==> config.mk <==
export PLATFORM = sky130hd
export DESIGN_NAME = hack_run_controller
export DESIGN_NICKNAME = d
export VERILOG_FILES = /design/src/rtl/hack_ctrl_pkg.sv /design/src/rtl/hack_byte_packer.sv /design/src/rtl/hack_run_controller.sv
export SDC_FILE = /design/constraint.sdc
export NUM_CORES = 1
export LEC_CHECK = 0
export CORE_ASPECT_RATIO = 1.25
export CORE_MARGIN = 1
export CORE_UTILIZATION = 48
export CTS_CLUSTER_SIZE = 30
export DETAILED_ROUTE_END_ITERATION = 8
export PLACE_DENSITY = 0.76
export SLEW_MARGIN = 20
export SYNTH_ARGS = -nofsm -noshare
export SYNTH_HDL_FRONTEND = slang
export SYNTH_SLANG_ARGS = --single-unit
==> constraint.sdc <==
create_clock -name clk -period 2.4 [get_ports clk]
set_input_delay 0.36 -clock clk [delete_from_list [all_inputs] [get_ports clk]]
set_output_delay 0.36 -clock clk [all_outputs]
set_load 0.005 [all_outputs]
==> src/rtl/hack_ctrl_pkg.sv <==
// hack_ctrl_pkg: shared states, command codes and helpers for the Hack run controller.
// HACK_BREAKPOINT_EN adds the breakpoint-trailer load states.
package hack_ctrl_pkg;

  localparam int DEF_ROM_DEPTH = 32768;

  localparam logic [1:0] CMD_LOAD = 2'b00;
  localparam logic [1:0] CMD_RUN  = 2'b01;
  localparam logic [1:0] CMD_STEP = 2'b10;
  localparam logic [1:0] CMD_HALT = 2'b11;

  typedef enum logic [3:0] {
    S_IDLE,
    S_HDR_HI,
    S_HDR_LO,
    S_DAT_HI,
    S_DAT_LO,
    S_RUN,
    S_HALT
`ifdef HACK_BREAKPOINT_EN
    ,
    S_BP_EN,
    S_BP_HI,
    S_BP_LO
`endif
  } state_e;

`ifdef HACK_BREAKPOINT_EN
  localparam state_e S_LOAD_END = S_BP_EN;
`else
  localparam state_e S_LOAD_END = S_IDLE;
`endif

  function automatic logic is_load(input state_e s);
`ifdef HACK_BREAKPOINT_EN
    return s inside {S_HDR_HI, S_HDR_LO, S_DAT_HI, S_DAT_LO, S_BP_EN, S_BP_HI, S_BP_LO};
`else
    return s inside {S_HDR_HI, S_HDR_LO, S_DAT_HI, S_DAT_LO};
`endif
  endfunction

  // Second byte of a pair: completes a 16-bit word in the packer.
  function automatic logic is_lo(input state_e s);
`ifdef HACK_BREAKPOINT_EN
    return s inside {S_HDR_LO, S_DAT_LO, S_BP_LO};
`else
    return s inside {S_HDR_LO, S_DAT_LO};
`endif
  endfunction

endpackage

==> src/rtl/hack_byte_packer.sv <==
// hack_byte_packer: pairs a held high byte with the incoming low byte into a 16-bit word.
module hack_byte_packer (
  input  logic        clk,
  input  logic        reset_n,
  input  logic        take,
  input  logic        lo,
  input  logic [7:0]  byte_in,
  output logic        word_valid,
  output logic [15:0] word
);

  logic [7:0] hold_q, hold_d;

  always_comb hold_d = (take && !lo) ? byte_in : hold_q;

  always_ff @(posedge clk or negedge reset_n)
    if (!reset_n) hold_q <= '0;
    else hold_q <= hold_d;

  assign word_valid = take && lo;
  assign word = {hold_q, byte_in};

endmodule

==> src/rtl/hack_run_controller.sv <==
// hack_run_controller: loads a program image into ROM over a byte stream, then runs/steps/halts the CPU.
// Define HACK_BREAKPOINT_EN for a load trailer that sets a PC breakpoint.
module hack_run_controller
  import hack_ctrl_pkg::*;
#(
  parameter int ROM_DEPTH = DEF_ROM_DEPTH,
  parameter int ADDR_W = 15
) (
  input  logic              clk,
  input  logic              reset_n,
  input  logic              cmd_valid,
  input  logic [1:0]        cmd,
  input  logic              rx_valid,
  input  logic [7:0]        rx_data,
  output logic              rx_ready,
  output logic              rom_we,
  output logic [ADDR_W-1:0] rom_addr,
  output logic [15:0]       rom_wdata,
  input  logic [14:0]       pc,
  output logic              cpu_reset,
  output logic              cpu_run,
  output logic              busy,
  output logic              load_done,
  output logic              load_err,
  output logic              halted
);

  state_e state_q, state_d;
  logic [ADDR_W-1:0] cnt_q, cnt_d, rom_addr_q, rom_addr_d;
  logic [15:0] len_q, len_d, rom_wdata_q, rom_wdata_d;
  logic rx_ready_q, rx_ready_d, rom_we_q, rom_we_d, cpu_reset_q, cpu_reset_d;
  logic cpu_run_q, cpu_run_d, busy_q, busy_d, load_done_q, load_done_d;
  logic load_err_q, load_err_d, halted_q, halted_d;
  logic take, last, step_pulse, bp_hit, pk_valid;
  logic [15:0] pk_word;

  assign take = rx_valid && rx_ready_q;
  assign last = 17'(cnt_q) == 17'(len_q) - 17'd1;

  hack_byte_packer u_packer (
    .clk        (clk),
    .reset_n    (reset_n),
    .take       (take),
    .lo         (is_lo(state_q)),
    .byte_in    (rx_data),
    .word_valid (pk_valid),
    .word       (pk_word)
  );

`ifdef HACK_BREAKPOINT_EN
  logic bp_en_q, bp_en_d, skip_q, skip_d;
  logic [14:0] bp_addr_q, bp_addr_d;
  // Leaving HALT at the breakpoint must not re-trigger until pc moves off it.
  always_comb skip_d = (state_q == S_HALT) || (state_q == S_RUN && skip_q && pc == bp_addr_q);
  assign bp_hit = state_q == S_RUN && bp_en_q && pc == bp_addr_q && !skip_q;
  always_ff @(posedge clk or negedge reset_n)
    if (!reset_n) begin
      bp_en_q <= 1'b0;
      bp_addr_q <= '0;
      skip_q <= 1'b0;
    end else begin
      bp_en_q <= bp_en_d;
      bp_addr_q <= bp_addr_d;
      skip_q <= skip_d;
    end
`else
  logic unused_pc;
  assign unused_pc = ^pc;
  assign bp_hit = 1'b0;
`endif

  always_comb begin
    state_d = state_q;
    cnt_d = cnt_q;
    len_d = len_q;
    rom_we_d = 1'b0;
    rom_addr_d = rom_addr_q;
    rom_wdata_d = rom_wdata_q;
    load_done_d = 1'b0;
    load_err_d = load_err_q;
    step_pulse = 1'b0;
`ifdef HACK_BREAKPOINT_EN
    bp_en_d = bp_en_q;
    bp_addr_d = bp_addr_q;
`endif
    case (state_q)
      S_IDLE:
        if (cmd_valid && cmd == CMD_RUN) state_d = S_RUN;
        else if (cmd_valid && cmd == CMD_STEP) begin
          state_d = S_HALT;
          step_pulse = 1'b1;
        end
      S_RUN:
        if ((cmd_valid && (cmd == CMD_HALT || cmd == CMD_STEP)) || bp_hit) state_d = S_HALT;
      S_HALT:
        if (cmd_valid && cmd == CMD_RUN) state_d = S_RUN;
        else step_pulse = cmd_valid && cmd == CMD_STEP;
      S_HDR_HI:
        if (take) state_d = S_HDR_LO;
      S_HDR_LO:
        if (pk_valid) begin
          if (pk_word == 16'd0) state_d = S_IDLE;
          else if (17'(pk_word) > 17'(ROM_DEPTH)) begin
            load_err_d = 1'b1;
            state_d = S_IDLE;
          end else begin
            len_d = pk_word;
            cnt_d = '0;
            state_d = S_DAT_HI;
          end
        end
      S_DAT_HI:
        if (take) state_d = S_DAT_LO;
      S_DAT_LO:
        if (pk_valid) begin
          rom_we_d = 1'b1;
          rom_addr_d = cnt_q;
          rom_wdata_d = pk_word;
          cnt_d = cnt_q + 1'b1;
          load_done_d = last;
          state_d = last ? S_LOAD_END : S_DAT_HI;
        end
`ifdef HACK_BREAKPOINT_EN
      S_BP_EN:
        if (take) begin
          bp_en_d = rx_data[7];
          state_d = S_BP_HI;
        end
      S_BP_HI:
        if (take) state_d = S_BP_LO;
      S_BP_LO:
        if (pk_valid) begin
          bp_addr_d = pk_word[14:0];
          state_d = S_IDLE;
        end
`endif
      default: state_d = S_IDLE;
    endcase
    // LOAD overrides everything outside the load states; inside them commands are dropped.
    if (cmd_valid && cmd == CMD_LOAD && !is_load(state_q)) begin
      state_d = S_HDR_HI;
      load_err_d = 1'b0;
      cnt_d = '0;
    end
    busy_d = is_load(state_d);
    rx_ready_d = busy_d;
    cpu_reset_d = state_d == S_IDLE || busy_d;
    cpu_run_d = state_d == S_RUN || step_pulse;
    halted_d = state_d == S_HALT;
  end

  always_ff @(posedge clk or negedge reset_n)
    if (!reset_n) begin
      state_q <= S_IDLE;
      cnt_q <= '0;
      len_q <= '0;
      rx_ready_q <= 1'b0;
      rom_we_q <= 1'b0;
      rom_addr_q <= '0;
      rom_wdata_q <= '0;
      cpu_reset_q <= 1'b1;
      cpu_run_q <= 1'b0;
      busy_q <= 1'b0;
      load_done_q <= 1'b0;
      load_err_q <= 1'b0;
      halted_q <= 1'b0;
    end else begin
      state_q <= state_d;
      cnt_q <= cnt_d;
      len_q <= len_d;
      rx_ready_q <= rx_ready_d;
      rom_we_q <= rom_we_d;
      rom_addr_q <= rom_addr_d;
      rom_wdata_q <= rom_wdata_d;
      cpu_reset_q <= cpu_reset_d;
      cpu_run_q <= cpu_run_d;
      busy_q <= busy_d;
      load_done_q <= load_done_d;
      load_err_q <= load_err_d;
      halted_q <= halted_d;
    end

  assign rx_ready = rx_ready_q;
  assign rom_we = rom_we_q;
  assign rom_addr = rom_addr_q;
  assign rom_wdata = rom_wdata_q;
  assign cpu_reset = cpu_reset_q;
  assign cpu_run = cpu_run_q;
  assign busy = busy_q;
  assign load_done = load_done_q;
  assign load_err = load_err_q;
  assign halted = halted_q;

endmodule

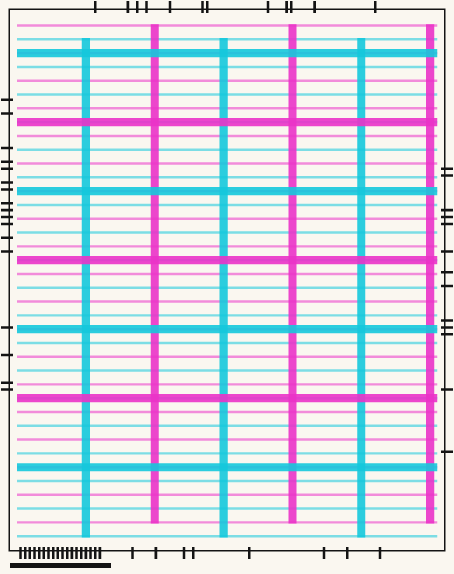
Fig. 1. Floorplan with the power grid (run 1).
Bar = 20 um. Pins as bars on the die edge.
| net | color |
|---|---|
| VSS | cyan |
| VDD | magenta |
signal pins: 68
met1 rails: 38

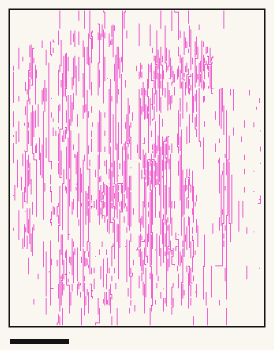
Fig. 2. The metal 2 layer (run 1).
Bar = 20 um.
nets with wire on the layer: 457
main direction: vertical

==> metrics.cfg, run 1 <==
[outcome]
status=completed

[finish]
layout.comb_gates.multi_input=336
clkbuf_count=11
largestClassByArea=logic gates
finalNonFillerCells=629
area_growth_pct=27.1
comb_share=0.388
seq_area_um2=2030

[floorplanning]
die_h_um=106
tap_cells=97
floorplan.core_util=0.502
die_w_um=85.5

[synth]
synth_warnings=0
ys_top_cells_by_area=dfrtp_1 48%, nand2_1 10%, mux2_2 6.5%
ys_types=61
ys_area_um2=4190

[final_timing]
min_period_ps=2340
holdWs_ps=473
rsz0062_at_grt=true
fmax_ghz=0.427
worst_pin_slew_ps=783
finalHoldViolations=0
slew_headroom=0.476

[pwr]
p_clk_frac=0.239
power.switching_mw=1.54
p_int_mw=3.18
powerSeq_mw=1.92

[flow_run]
maxCapViolations=0

[global_route]
grt_pass1_wl_um=16100
grt_pass1_vias=3410

[hold_path]
hold_path_end=rom_addr[7]
hold_start=rom_addr[7]

[placement]
port-buffer-count=52
place_hpwl_um=7020
placedInstanceArea_um2=5040
place_ws_ps=-274

[clock_network]
numCtsBuffers=9
cts_sinks=81

[routing]
final_antenna_net_count=0
wire_per_inst_um=15.3

[worst_setup_path]
r2r_end=busy
worstPathRequired_ps=2640

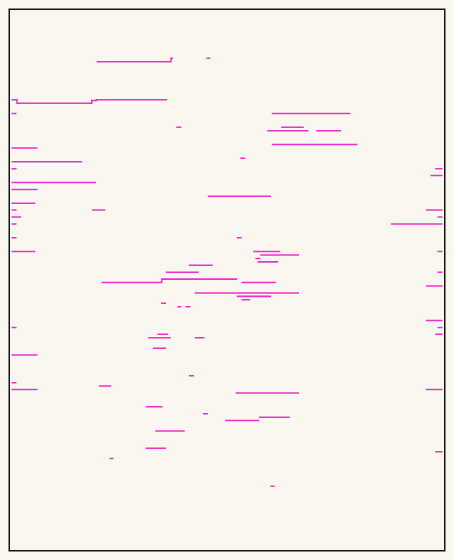
Fig. 3. Metal 3 (run 1).
share of all routed wire: 3.6%
wire length on this layer: 348 um
longest straight run: 20.2 um

[run 1: worst max-delay path, stage by stage, from the launching register on]
cell      delay [ps]
dfrtp_1          380
inv_1             70
ha_2             180
or4b_4           520
and4bb_1         340
xnor2_2          100
a311oi_2         260
nand4_1          170
nand2_2          130
a31oi_1           80
[run 1: sequential cells by signal, indices dropped and copies added (netlist names)]
name / cells
rom_wdata: 16
load_err: 1
cpu_run: 1
len_q: 16
u_packer.hold_q: 8
busy: 1
halted: 1
cpu_reset: 1
cnt_q: 15
rom_addr: 15
state_q: 4
load_done: 1
rom_we: 1
[run 1: cells in the mapped netlist, types with 2 or more instances]
cell type and count:
nand2_1 116, dfrtp_1 80, nor2_1 29, mux2_2 24, xnor2_1 22, clkbuf_1 14, nor3_1 11, nor4_1 11
o21ai_0 11, xor2_1 11, inv_1 8, nand4_1 8, a31oi_1 6, buf_2 6, nand2b_1 6, nand3_1 6
a21oi_1 5, and2_1 5, and3_1 5, or2_2 4, a211oi_1 3, nor2b_1 3, o21a_1 3, o22ai_1 3
or3_1 3, or4_1 3, a211o_1 2, a221oi_1 2, and3b_1 2, ha_1 2, nand3b_1 2, nand4b_1 2
nor3b_1 2, o221ai_1 2
[run 1: logic make-up after synthesis]
kind of cell / after synthesis / share of synthesized area
buf+inv: 32 / 0.0332
mux: 25 / 0.0669
other cells: 1 / 0.000896
xor+xnor: 33 / 0.0690
compound gates: 47 / 0.0777
fa+ha+maj: 3 / 0.00837
flops: 81 / 0.484
simple gates: 227 / 0.259
[run 1: metal layers]
| layer | wire, um | up-vias | global-route usage |
|---|---|---|---|
| met2 | 4770 | 95 | 0.371 |
| met4 | 272 | 0 | 0.129 |
| met5 | 0 | - | 0 |
| met3 | 347 | 24 | 0.0466 |
| li1 | - | 1698 | - |
| met1 | 4240 | 1664 | 0.290 |
==> inputs of run 2 (changes only) <==
--- a/config.mk
+++ b/config.mk
@@ -6,7 +6,6 @@
 export NUM_CORES = 1
 export LEC_CHECK = 0
 export CORE_ASPECT_RATIO = 1.25
-export CORE_MARGIN = 1
 export CORE_UTILIZATION = 48
 export CTS_CLUSTER_SIZE = 30
 export DETAILED_ROUTE_END_ITERATION = 8
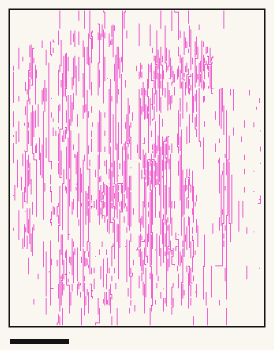
Fig. 4. The metal 2 layer (run 2).
Bar = 20 um.
wire length on this layer: 4770 um
nets with wire on the layer: 457
share of all routed wire: 50%
longest straight run: 36.4 um
main direction: vertical

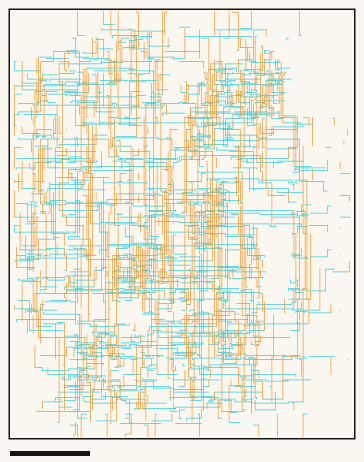
Fig. 5. Metal layers overlaid (run 2).
Bar = 20 um. Two of the layers only.
| layer | color | wire length |
|---|---|---|
| M1 | cyan | 4240 um |
| M2 | orange | 4770 um |

==> metrics.cfg, run 2 <==
[synth]
yosysMostFrequentCell=nand2_1
adder_share=0.00837
mux_share=0.0669
aoi_share=0.0777
ys_types=61
synthTopLogicFamily=simple AND/OR/NAND/NOR gates
xor_area_frac=0.0690
ys_top_cells_by_area=dfrtp_1 48%, nand2_1 10%, mux2_2 6.5%
ys_sh_simple=0.259
top_cells_by_count=116 x nand2_1, 80 x dfrtp_1, 29 x nor2_1, 24 x mux2_2, 22 x xnor2_1

[finish]
area_growth_pct=27.1
lay_top_count=nand2_1
finalNonFillerCells=629

[clock_network]
numCtsBuffers=9
cts_sinks=81
cts_root_buffer=clkbuf_8

[placement]
dp_cells=612
place_hpwl_um=7020
placedInstanceArea_um2=5040

[routing]
wire_per_inst_um=15.3
wl_met3_um=347
wl_met1_um=4240
routed.top_layer=met4
wl_met2_um=4770
final_antenna_net_count=0

[floorplanning]
die_w_um=85.5
die_h_um=106
floorplan.core_util=0.502

[pwr]
power.switching_mw=1.54
p_clk_frac=0.239

[final_timing]
rsz0062_at_grt=true
setup_violations=0
holdWs_ps=473
slew_headroom=0.476
min_period_ps=2340
finalHoldViolations=0

[worst_setup_path]
crit_family=simple AND/OR/NAND/NOR gates
cp_slowest_stage_delay_ps=520
cpMaxStageDelayCell=or4b_4
worstPathRequired_ps=2640
critPathCaptureType=flip-flop
worstPathCellList=inv_1 -> ha_2 -> or4b_4 -> and4bb_1 -> xnor2_2 -> a311oi_2 -> nand4_1 -> nand2_2 -> a31oi_1
path_buffers=1

[global_route]
grt.busiest_layer=met2
grt_pass1_wl_um=16100
grt_use_met1=0.290

[outcome]
status=completed

==> run 2: cell counts in the layout (fill, tap and decap cells not counted) <==
Identical to the previous run, type by type.
==> run 2: cells by family after synthesis <==
group,count (synthesis)
compound gates,47
xor+xnor,33
fa+ha+maj,3
buf+inv,32
flops,81
mux,25
other cells,1
simple gates,227
==> run 2: power by group through the flow <==
stage                     Clock, mW  Combinational, mW  Sequential, mW
final                          1.13               1.67            1.92
after global routing           1.20               1.86            1.96
after CTS                      1.15               1.63            1.92
after detailed placement          0               1.61            1.94
after global placement            0               1.56            1.93
after floorplan                   0               1.01            1.85
==> run 2: area by class of cell <==
cell class,instances,area (um^2)
Fill cell,692,3010
Multi-Input combinational cell,336,2070
Sequential cell,81,2030
Timing Repair Buffer,90,843
Clock buffer,11,151
Tap cell,97,121
Clock inverter,5,77.6
Inverter,9,33.8
==> run 2: what timing repair did <==
action	CTS	global route
pin swaps	0	4
resized	1	8
endpoints found under the hold margin	35	0
hold buffers	1	0
endpoints found under the setup margin	4	6
==> run 2: worst paths after layout <==
check | start | slack (ps) | endpoint | depth (start not counted)
min reg2reg | rom_addr[7] | 470 | rom_addr[7] | 2
min in group asynchronous | reset_n | 520 | rom_addr[1] | 2
max | len_q[0] | 60 | busy | 9
max reg2reg | len_q[0] | 60 | busy | 9
min | rom_addr[7] | 470 | rom_addr[7] | 2
max in group asynchronous | reset_n | 1300 | cpu_run | 3
==> run 2: per-stage QoR <==
step | setup TNS (ps) | setup WS (ps) | util
floorplan | 0 | 164 | -
detailed placement | -4290 | -274 | 0.604
CTS | 0 | 20.2 | 0.633
finish | 0 | 56.5 | 0.639
global route | -428 | -145 | 0.639
global placement | -3640 | -202 | 0.604
==> run 2: worst min-delay path, stage by stage (launching register included) <==
cell	delay, ps
dfrtp_1	340
nand2_1	50
nand2_1	50
Power is estimated from default activity; no workload was simulated.
